===== config.mk =====
export PLATFORM = sky130hd
export DESIGN_NAME = vol_ctrl_flat
export DESIGN_NICKNAME = d
export VERILOG_FILES = /design/src/rtl/vol_ctrl_if.sv /design/src/rtl/vol_ctrl.sv /design/src/flat_wrapper.sv
export SDC_FILE = /design/constraint.sdc
export NUM_CORES = 1
export LEC_CHECK = 0
export CORE_ASPECT_RATIO = 0.8
export CORE_UTILIZATION = 56
export DETAILED_ROUTE_END_ITERATION = 16
export GPL_TIMING_DRIVEN = 0
export HOLD_SLACK_MARGIN = 0.1
export PLACE_DENSITY = 0.79
export SLEW_MARGIN = 40
export SYNTH_ARGS = -nofsm -noshare
export SYNTH_HDL_FRONTEND = slang
export SYNTH_SLANG_ARGS = --single-unit

===== constraint.sdc =====
create_clock -name clk -period 4 [get_ports clk]
set_input_delay 1.2 -clock clk [delete_from_list [all_inputs] [get_ports clk]]
set_output_delay 1.2 -clock clk [all_outputs]
set_load 0.02 [all_outputs]

===== src/rtl/vol_ctrl_if.sv =====
// Volume front-end bus: tick/button inputs toward vol_ctrl, level/BCD/mute outputs back.
interface vol_ctrl_if #(
  parameter int VOL_W = 4
);
  logic             tick;
  logic             volUP_btn;
  logic             volDOWN_btn;
  logic [VOL_W-1:0] vol_out;
  logic             vol_chg;
  logic [15:0]      num;
  logic             muted;

  modport master (
    output tick, volUP_btn, volDOWN_btn,
    input  vol_out, vol_chg, num, muted
  );

  modport slave (
    input  tick, volUP_btn, volDOWN_btn,
    output vol_out, vol_chg, num, muted
  );
endinterface


===== src/rtl/vol_ctrl.sv =====
// Volume push-button front end: per-button debounce on tick, press/auto-repeat
// FSM, saturating level, registered level/BCD outputs.
// Optional macro VOL_MUTE_EN: pressing both buttons toggles a mute that forces
// vol_out to 0 while leaving the stored level and num untouched.
module vol_ctrl #(
  parameter int VOL_W      = 4,
  parameter int VOL_MAX    = 15,
  parameter int VOL_INIT   = 8,
  parameter int DB_LEN     = 4,
  parameter int REP_DELAY  = 32,
  parameter int REP_PERIOD = 8
) (
  input  logic      clk,
  input  logic      rst,
  vol_ctrl_if.slave bus
);

  localparam int CNT_MAX = (REP_DELAY > REP_PERIOD) ? REP_DELAY : REP_PERIOD;
  localparam int CNT_W   = $clog2(CNT_MAX + 1);

  localparam logic [VOL_W-1:0] LVL_MAX    = VOL_W'(VOL_MAX);
  localparam logic [VOL_W-1:0] LVL_INIT   = VOL_W'(VOL_INIT);
  localparam logic [CNT_W-1:0] DELAY_END  = CNT_W'(REP_DELAY);
  localparam logic [CNT_W-1:0] PERIOD_END = CNT_W'(REP_PERIOD);
  localparam logic [15:0]      NUM_INIT   = {8'h00, 4'(VOL_INIT / 10), 4'(VOL_INIT % 10)};

  typedef enum logic [1:0] {IDLE, DELAY, REPEAT} rep_state_e;

  // index 0 = up, index 1 = down
  logic [1:0] raw;
  logic [1:0] db_d;   // debounced level as it will be after this edge
  logic [1:0] step;   // step request per button for this edge

  logic             lock_q, lock_d;
  logic             muted_q, muted_d;
  logic [VOL_W-1:0] level_q, level_d;
  logic [VOL_W-1:0] vol_out_q, vol_out_d;
  logic             vol_chg_q, vol_chg_d;
  logic [15:0]      num_q, num_d;
  logic [7:0]       lvl8, tens8, ones8;

  assign raw = {bus.volDOWN_btn, bus.volUP_btn};

  for (genvar gi = 0; gi < 2; gi++) begin : g_btn
    logic [DB_LEN-1:0] hist_q, hist_d;
    logic              db_bit_q, db_bit_d;
    logic              rise;
    logic              step_bit;
    rep_state_e        state_q, state_d;
    logic [CNT_W-1:0]  cnt_q, cnt_d, cnt_inc;

    // Shift the raw level into the history on tick; accept only a full run of equal samples
    always_comb begin
      hist_d   = hist_q;
      db_bit_d = db_bit_q;
      if (bus.tick) begin
        hist_d = {hist_q[DB_LEN-2:0], raw[gi]};
        if (&hist_d)
          db_bit_d = 1'b1;
        else if (~|hist_d)
          db_bit_d = 1'b0;
      end
    end

    assign rise     = db_bit_d & ~db_bit_q;
    assign cnt_inc  = cnt_q + 1'b1;
    assign db_d[gi] = db_bit_d;
    assign step[gi] = step_bit;

    // Debounce and repeat-FSM state registers
    always_ff @(posedge clk) begin
      if (!rst) begin
        hist_q   <= '0;
        db_bit_q <= 1'b0;
        state_q  <= IDLE;
        cnt_q    <= '0;
      end else begin
        hist_q   <= hist_d;
        db_bit_q <= db_bit_d;
        state_q  <= state_d;
        cnt_q    <= cnt_d;
      end
    end

    // Next state: lock or release parks the FSM; otherwise count ticks toward the next step
    always_comb begin
      state_d = state_q;
      cnt_d   = cnt_q;
      if (lock_d || !db_bit_d) begin
        state_d = IDLE;
        cnt_d   = '0;
      end else begin
        case (state_q)
          IDLE: begin
            if (rise) begin
              state_d = DELAY;
              cnt_d   = '0;
            end
          end
          DELAY: begin
            if (bus.tick) begin
              if (cnt_inc == DELAY_END) begin
                state_d = REPEAT;
                cnt_d   = '0;
              end else begin
                cnt_d = cnt_inc;
              end
            end
          end
          REPEAT: begin
            if (bus.tick) begin
              if (cnt_inc == PERIOD_END)
                cnt_d = '0;
              else
                cnt_d = cnt_inc;
            end
          end
          default: begin
            state_d = IDLE;
            cnt_d   = '0;
          end
        endcase
      end
    end

    // Output: one step on the accepted press, at the end of the delay and on every repeat period
    always_comb begin
      step_bit = 1'b0;
      if (!lock_d && db_bit_d) begin
        case (state_q)
          IDLE:    step_bit = rise;
          DELAY:   step_bit = bus.tick && (cnt_inc == DELAY_END);
          REPEAT:  step_bit = bus.tick && (cnt_inc == PERIOD_END);
          default: step_bit = 1'b0;
        endcase
      end
    end
  end

  // Lock engages when both buttons are accepted together and holds until both are released
  always_comb begin
    lock_d = lock_q ? (db_d[0] | db_d[1]) : (db_d[0] & db_d[1]);
  end

  // Saturating level update, mute toggle, and derived output values
  always_comb begin
    level_d = level_q;
    if (step[0] && (level_q < LVL_MAX))
      level_d = level_q + 1'b1;
    else if (step[1] && (level_q != '0))
      level_d = level_q - 1'b1;

`ifdef VOL_MUTE_EN
    muted_d = muted_q ^ (lock_d & ~lock_q);
`else
    muted_d = 1'b0;
`endif

    vol_out_d = muted_d ? '0 : level_d;
    vol_chg_d = (vol_out_d != vol_out_q);

    lvl8  = 8'(level_d);
    tens8 = lvl8 / 8'd10;
    ones8 = lvl8 % 8'd10;
    num_d = {8'h00, tens8[3:0], ones8[3:0]};
  end

  // Level, lock, mute and registered outputs
  always_ff @(posedge clk) begin
    if (!rst) begin
      level_q   <= LVL_INIT;
      vol_out_q <= LVL_INIT;
      vol_chg_q <= 1'b0;
      num_q     <= NUM_INIT;
      lock_q    <= 1'b0;
      muted_q   <= 1'b0;
    end else begin
      level_q   <= level_d;
      vol_out_q <= vol_out_d;
      vol_chg_q <= vol_chg_d;
      num_q     <= num_d;
      lock_q    <= lock_d;
      muted_q   <= muted_d;
    end
  end

  assign bus.vol_out = vol_out_q;
  assign bus.vol_chg = vol_chg_q;
  assign bus.num     = num_q;
  assign bus.muted   = muted_q;

endmodule


===== src/flat_wrapper.sv =====
// flat-port wrapper written by rule: the top's interface ports become plain ports
module vol_ctrl_flat 
#(
  parameter int VOL_W      = 4,
  parameter int VOL_MAX    = 15,
  parameter int VOL_INIT   = 8,
  parameter int DB_LEN     = 4,
  parameter int REP_DELAY  = 32,
  parameter int REP_PERIOD = 8
)
  (clk, rst, bus_tick, bus_volUP_btn, bus_volDOWN_btn, bus_vol_out, bus_vol_chg, bus_num, bus_muted);
  vol_ctrl_if #(.VOL_W(VOL_W)) bus_i ();
  input  logic clk;
  input  logic rst;
  input wire logic [$bits(bus_i.tick)-1:0] bus_tick;
  input wire logic [$bits(bus_i.volUP_btn)-1:0] bus_volUP_btn;
  input wire logic [$bits(bus_i.volDOWN_btn)-1:0] bus_volDOWN_btn;
  output wire logic [$bits(bus_i.vol_out)-1:0] bus_vol_out;
  output wire logic [$bits(bus_i.vol_chg)-1:0] bus_vol_chg;
  output wire logic [$bits(bus_i.num)-1:0] bus_num;
  output wire logic [$bits(bus_i.muted)-1:0] bus_muted;
  assign bus_i.tick = bus_tick;
  assign bus_i.volUP_btn = bus_volUP_btn;
  assign bus_i.volDOWN_btn = bus_volDOWN_btn;
  assign bus_vol_out = bus_i.vol_out;
  assign bus_vol_chg = bus_i.vol_chg;
  assign bus_num = bus_i.num;
  assign bus_muted = bus_i.muted;
  vol_ctrl #(.VOL_W(VOL_W), .VOL_MAX(VOL_MAX), .VOL_INIT(VOL_INIT), .DB_LEN(DB_LEN), .REP_DELAY(REP_DELAY), .REP_PERIOD(REP_PERIOD)) u_core (.clk(clk), .rst(rst), .bus(bus_i));
endmodule

Figure 1. PDN straps and rails (run 1).
Scale bar: 20 um. Pins as bars on the die edge. Tap cells in grey.
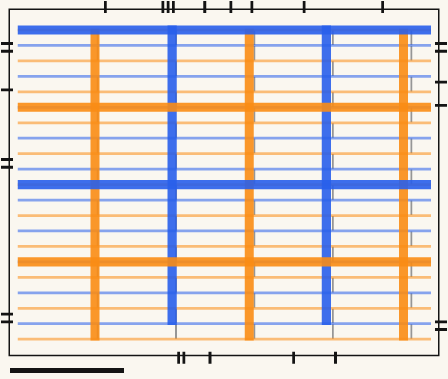
Blue shows VDD. Orange shows VSS.
27 signal pins sit on the boundary. 4 straps on met5.
core area: 3950 um^2
Die H: 60.6 um
chip width: 75.3 um
worst vdd ir: 0.312 mV

Figure 2. Routed metal, one colour a layer (run 1).
Only two layers are drawn.
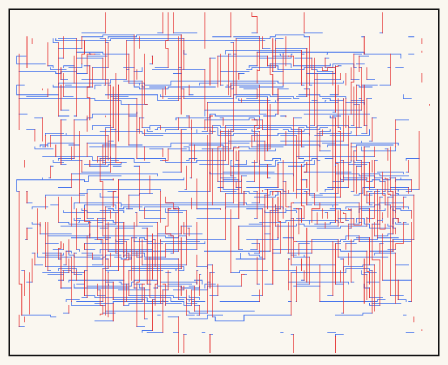
Red shows metal 2, wire length 2,150 um. Blue shows metal 1, wire length 2,610 um.

==> summary.txt, run 1 <==
Via-to-Cell Ratio: 5.51
switching pwr: 158 uW
Leak: 0.00112 uW
final instance area: 2800 um^2
Antenna Nets Post-Route: 0
synth top area cells: dfxtp_1 28%, ha_1 7.8%, nor2_1 5.3%
ys cells: 285
Max Fclk: 263 MHz
placed insts: 365
Seq/Total Area, Yosys: 28.3%
Cells after Synth: 285
yosys warns: 0
Layout Nets: 337
share of layout cells above drive strength 1: 14.5%
Comb pwr share: 5.3%
Unique cell types: 71
port bufs: 14
chip footprint: 4570 um^2
grt ovf: 0
asr flop ratio synth: 0%
dpl ws: -0.0927 ns
Worst Hold Class: reg -> reg
Power Total: 766 uW
clock skew: 0.00347 ns
pwr dens: 274 nW/um^2
Hold WS: 0.534 ns
Yosys chip area: 2410 um^2
clk slew on worst S/H paths: 0.07 ns
Hold Buf Count CTS: 0
Slew @ Worst Pin: 0.591 ns
Layout Area Growth over Synthesis: 16.2%
final setup fails: 0
clk root buf: clkbuf_8
Int Pwr: 608 uW
worst path arrival time: 3.99 ns
Max-Cap Viols: 0
kind of critical path: in -> reg
Avg WL per Cell: 13.3 um
Avg Inst Size Synth: 8.45 um^2
worst rel slew slack: 60.6%
CTS tree: done
vias in the first global route: 1,801
initial antenna violation count: 0
Detailed Place HPWL: 3.65 mm
first-pass GRT wire length: 7.92 mm
drt initial violations: 75
largest net degree at the start of global routing: 13
Inserted Diodes: 0
OpenROAD warnings: 35
clk sinks: 34
Worst setup SP type: input pin
Finished Layout Cells: 373
H-tree depth: 2
Final Hold Violating Endpoints: 0
Num CTS Buffers: 5
outcome: completed
EDFF count, synth: 0
final period demand of the worst path: 3.81 ns
worst-path fanout max: 5
synthesized flop and latch total: 34
# DRC: 0
CP Data Required Time: 4.18 ns
drt pass-1 iters: 4
Top-area cell share: 28.3%
Dominant flop cell: dfxtp_1
Clock Tree Buf Depth: 2
Clock Power Share: 49.9%
post-synth design cell area: 2410 um^2
placer congestion estimate: 0.875
worst skew pair latency: 0.29 ns
Figure 3. Register map, names as in the netlist (run 1).
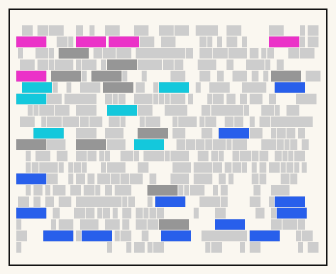
Magenta shows u_core.bus.num, flops 5. Cyan shows u_core.g_btn.hist_q, flops 6. Blue shows u_core.g_btn.cnt_q, flops 12.

run 1: routing by layer:
metal  global-route usage [%]  up-vias  part of all wire [%]
met5                        0        -                     0
met1                     32.4      941                    53
met3                     4.65        6                   2.9
met2                     35.2       36                    43
li1                         -     1074                     -
met4                     8.73        0                   1.0
run 1: critical path, cell delays in order:
cell and delay [ns]:
clkdlybuf4s50_1 0.51, or4b_4 0.50, a22oi_4 0.30, nand4_4 0.16, a2111oi_1 0.43, a41oi_1 0.11
o31ai_2 0.17, inv_2 0.10, ha_1 0.29, inv_1 0.03, o22a_1 0.19
run 1: final cells by class:
cell class,count,area (um^2)
Clock inverter,3,68.8
Multi-Input combinational cell,220,1520
Clock buffer,5,68.8
Timing Repair Buffer,14,140
Inverter,21,78.8
Tap cell,55,68.8
Buffer,21,171
Sequential cell,34,681
Fill cell,361,1160
run 1: sequential cells by signal, indices dropped and copies added (netlist names):
name	cells
u_core.bus.num	5
u_core.g_btn.cnt_q	12
u_core.lock_q	1
u_core.g_btn.db_bit_q	2
u_core.level_q	3
u_core.g_btn.state_q	4
u_core.bus.vol_chg	1
u_core.g_btn.hist_q	6
run 1: kinds of logic after synthesis:
kind of cell | Yosys count | share of synthesized area [%]
XOR/XNOR | 3 | 1.09
other | 1 | 0.156
AND/OR/NAND/NOR | 113 | 26.1
AND-OR/OR-AND | 66 | 21.6
adder cells (fa/ha/maj) | 15 | 7.80
flip-flops | 34 | 28.3
buffers and inverters | 42 | 10.4
multiplexers | 11 | 4.57
run 1: path summary, 6_finish.rpt:
check / from / endpoint / slack, ns / cells after the start
setup / recovery: bus_tick / u_core.bus.num[2]$_SDFF_PN0_ / 0.19 / 11
hold / removal: u_core.lock_q$_SDFF_PN0_ / u_core.lock_q$_SDFF_PN0_ / 0.53 / 2
setup reg to reg: u_core.g_btn[1].state_q[0]$_SDFFE_PP0P_ / u_core.bus.num[2]$_SDFF_PN0_ / 0.92 / 13
hold reg to reg: u_core.lock_q$_SDFF_PN0_ / u_core.lock_q$_SDFF_PN0_ / 0.53 / 2
run 1: what timing repair did:
| item | 4_1_cts | 5_1_grt |
|---|---|---|
| resized | 0 | 1 |
| setup endpoints to repair | 0 | 2 |
| endpoints found under the hold margin | 0 | 0 |
run 1: power by group through the flow:
stage	logic [uW]	clock network [uW]	registers, uW
after floorplan	31.8	0	350
after global placement	40.1	0	351
after detailed placement	40.2	0	351
after CTS	40.2	388	343
after global routing	44.3	407	343
final	40.7	382	343
run 1: layout by cell type, fill, tap and decap left out, types with 10 or more instances in the layout:
master / instances
ha_1: 15
clkdlybuf4s50_1: 14
mux2i_1: 11
a21oi_1: 14
o21ai_0: 10
inv_1: 20
nand2_1: 16
buf_4: 14
dfxtp_1: 34
nand3_1: 13
conb_1: 12
nor2_1: 34
==> run 2, diff against run 1 <==
--- a/config.mk
+++ b/config.mk
@@ -15,3 +15,4 @@
 export SYNTH_ARGS = -nofsm -noshare
 export SYNTH_HDL_FRONTEND = slang
 export SYNTH_SLANG_ARGS = --single-unit
+export TNS_END_PERCENT = 5
Figure 4. Routed metal, one colour a layer (run 2).
Only two layers are drawn.
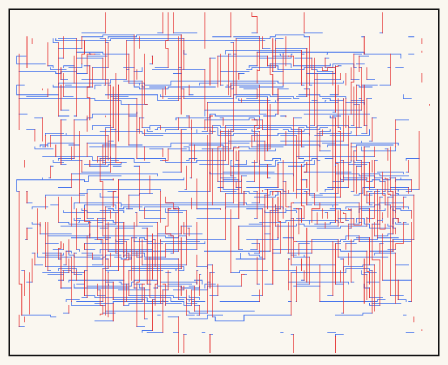
Red shows metal 2, wire length 2,150 um. Blue shows metal 1, wire length 2,610 um.
Total GRT Usage: 23.1%
Avg WL per Cell: 13.3 um
DRT Wirelength: 4.95 mm

Figure 5. Track usage over the die (run 2).
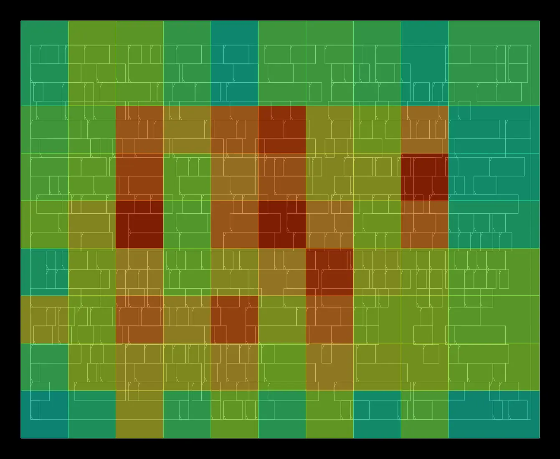
met3 usage: 4.65%
GR peak layer: met2

==> run 2 against run 1 <==
Against the previous run: final cell count unchanged; worst setup slack did not move; core utilization is the same; die size is the same; routed wire length stayed put; clock power hardly changed; global-route usage is the same; critical path type unchanged; maximum frequency unchanged; first-iteration DRC count unchanged; largest cell class unchanged; combinational power about the same; clock skew is the same; register-to-register slack is essentially flat.
==> summary.txt, run 2 <==
# DRC: 0
Comb pwr share: 5.3%
synthesized flop and latch total: 34
Clock Tree Buf Depth: 2
Hold Buf Count CTS: 0
Hold WS: 0.534 ns
outcome: completed
clk slew on worst S/H paths: 0.07 ns
Max Fclk: 263 MHz
CP Data Required Time: 4.18 ns
switching pwr: 158 uW
max FFs per register: 12
Detailed Place HPWL: 3.65 mm
core area: 3950 um^2
chip width: 75.3 um
kind of critical path: in -> reg
Num CTS Buffers: 5
most flop-heavy register: u_core.g_btn.cnt_q
largest net degree at the start of global routing: 13
switch share: 20.6%
Layout Area Growth over Synthesis: 16.2%
dpl ws: -0.0927 ns
Cells after Synth: 285
Dominant flop cell: dfxtp_1
initial antenna violation count: 0
Clock Power Share: 49.9%
clk sinks: 34
worst vdd ir: 0.312 mV
Power Total: 766 uW
Worst setup SP type: input pin
clk root buf: clkbuf_8
ys cells: 285
synth top area cells: dfxtp_1 28%, ha_1 7.8%, nor2_1 5.3%
DP Area: 2660 um^2
port bufs: 14
Avg Inst Size Synth: 8.45 um^2
Leak: 0.00112 uW
Die H: 60.6 um
Seq/Total Area, Yosys: 28.3%
final period demand of the worst path: 3.81 ns
post-synth design cell area: 2410 um^2
OpenROAD warnings: 35
placer congestion estimate: 0.875
Top-area cell share: 28.3%
drt initial violations: 75
pwr dens: 274 nW/um^2
worst-path fanout max: 5
Top Layout Cells: 34 x nor2_1, 34 x dfxtp_1, 20 x inv_1
yosys warns: 0
Worst Hold Class: reg -> reg
chip footprint: 4570 um^2
drt pass-1 iters: 4
FP Util: 60.9%
worst path arrival time: 3.99 ns
Logic cell area: 1520 um^2
CTS tree: done
Antenna Nets Post-Route: 0
worst skew pair latency: 0.29 ns
EDFF count, synth: 0
Final Hold Violating Endpoints: 0
H-tree depth: 2
Slew @ Worst Pin: 0.591 ns
Inserted Diodes: 0
share of layout cells above drive strength 1: 14.5%
Yosys chip area: 2410 um^2
grt ovf: 0
worst rel slew slack: 60.6%
Int Pwr: 608 uW
filler instances: 361
vias in the first global route: 1,801
asr flop ratio synth: 0%
final setup fails: 0
first-pass GRT wire length: 7.92 mm
clock skew: 0.00347 ns
Layout Nets: 337
final instance area: 2800 um^2
Via-to-Cell Ratio: 5.51
slack of the critical path: 0.191 ns
==> run 2: layout make-up <==
type                    count  share of cell area (%)
clock inverters             3                    2.46
repair buffers             14                    5.01
well taps                  55                    2.46
clock buffers               5                    2.46
flip-flops and latches     34                    24.3
multi-input cells         220                    54.3
plain buffers              21                    6.13
inverters                  21                    2.82
==> run 2: per-stage QoR <==
| stage | std cells | util [%] |
|---|---|---|
| floorplan | 296 | - |
| global placement | 365 | 67.2 |
| detailed placement | 365 | 67.2 |
| CTS | 373 | 70.7 |
| global route | 373 | 70.7 |
| finish | 373 | 70.7 |
==> run 2: timing repair <==
action | in CTS | in global routing
resized | 0 | 1
setup buffers | 0 | 0
setup endpoints to repair | 0 | 2
==> run 2: path summary, 6_finish.rpt <==
kind | start | endpoint | slack, ns | cells past startpoint
worst max register to register | u_core.g_btn[1].state_q[0]$_SDFFE_PP0P_ | u_core.bus.num[2]$_SDFF_PN0_ | 0.92 | 13
worst max-delay path | bus_tick | u_core.bus.num[2]$_SDFF_PN0_ | 0.19 | 11
worst min-delay path | u_core.lock_q$_SDFF_PN0_ | u_core.lock_q$_SDFF_PN0_ | 0.53 | 2
worst min register to register | u_core.lock_q$_SDFF_PN0_ | u_core.lock_q$_SDFF_PN0_ | 0.53 | 2
==> run 2: worst max-delay path, stage by stage <==
cell and delay [ns]:
clkdlybuf4s50_1 0.51, or4b_4 0.50, a22oi_4 0.30, nand4_4 0.16
a2111oi_1 0.43, a41oi_1 0.11, o31ai_2 0.17, inv_2 0.10
ha_1 0.29, inv_1 0.03, o22a_1 0.19
==> run 2: cell families after synthesis <==
group | Yosys count | share of synthesized area [%]
muxes | 11 | 4.57
xor gates and xnor gates | 3 | 1.09
DFF | 34 | 28.3
and+or+nand+nor | 113 | 26.1
adders and majority gates | 15 | 7.80
buffers and inverters | 42 | 10.4
AOI/OAI and AO/OA | 66 | 21.6
other | 1 | 0.156
==> run 2: routing by layer <==
layer | GRT usage (%) | wire [um]
met5 | 0 | 0
met4 | 8.73 | 51
met3 | 4.65 | 146
met2 | 35.2 | 2150
met1 | 32.4 | 2610
==> run 2: power groups by stage <==
| stage | registers, uW | logic, uW | clock network, uW |
|---|---|---|---|
| 6_report | 343 | 40.7 | 382 |
| 5_1_grt | 343 | 44.3 | 407 |
| 4_1_cts | 343 | 40.2 | 388 |
| 3_5_place_dp | 351 | 40.2 | 0 |
| 3_3_place_gp | 351 | 40.1 | 0 |
| 2_1_floorplan | 350 | 31.8 | 0 |
No activity file was given, so power comes from the tool's default toggle rates.
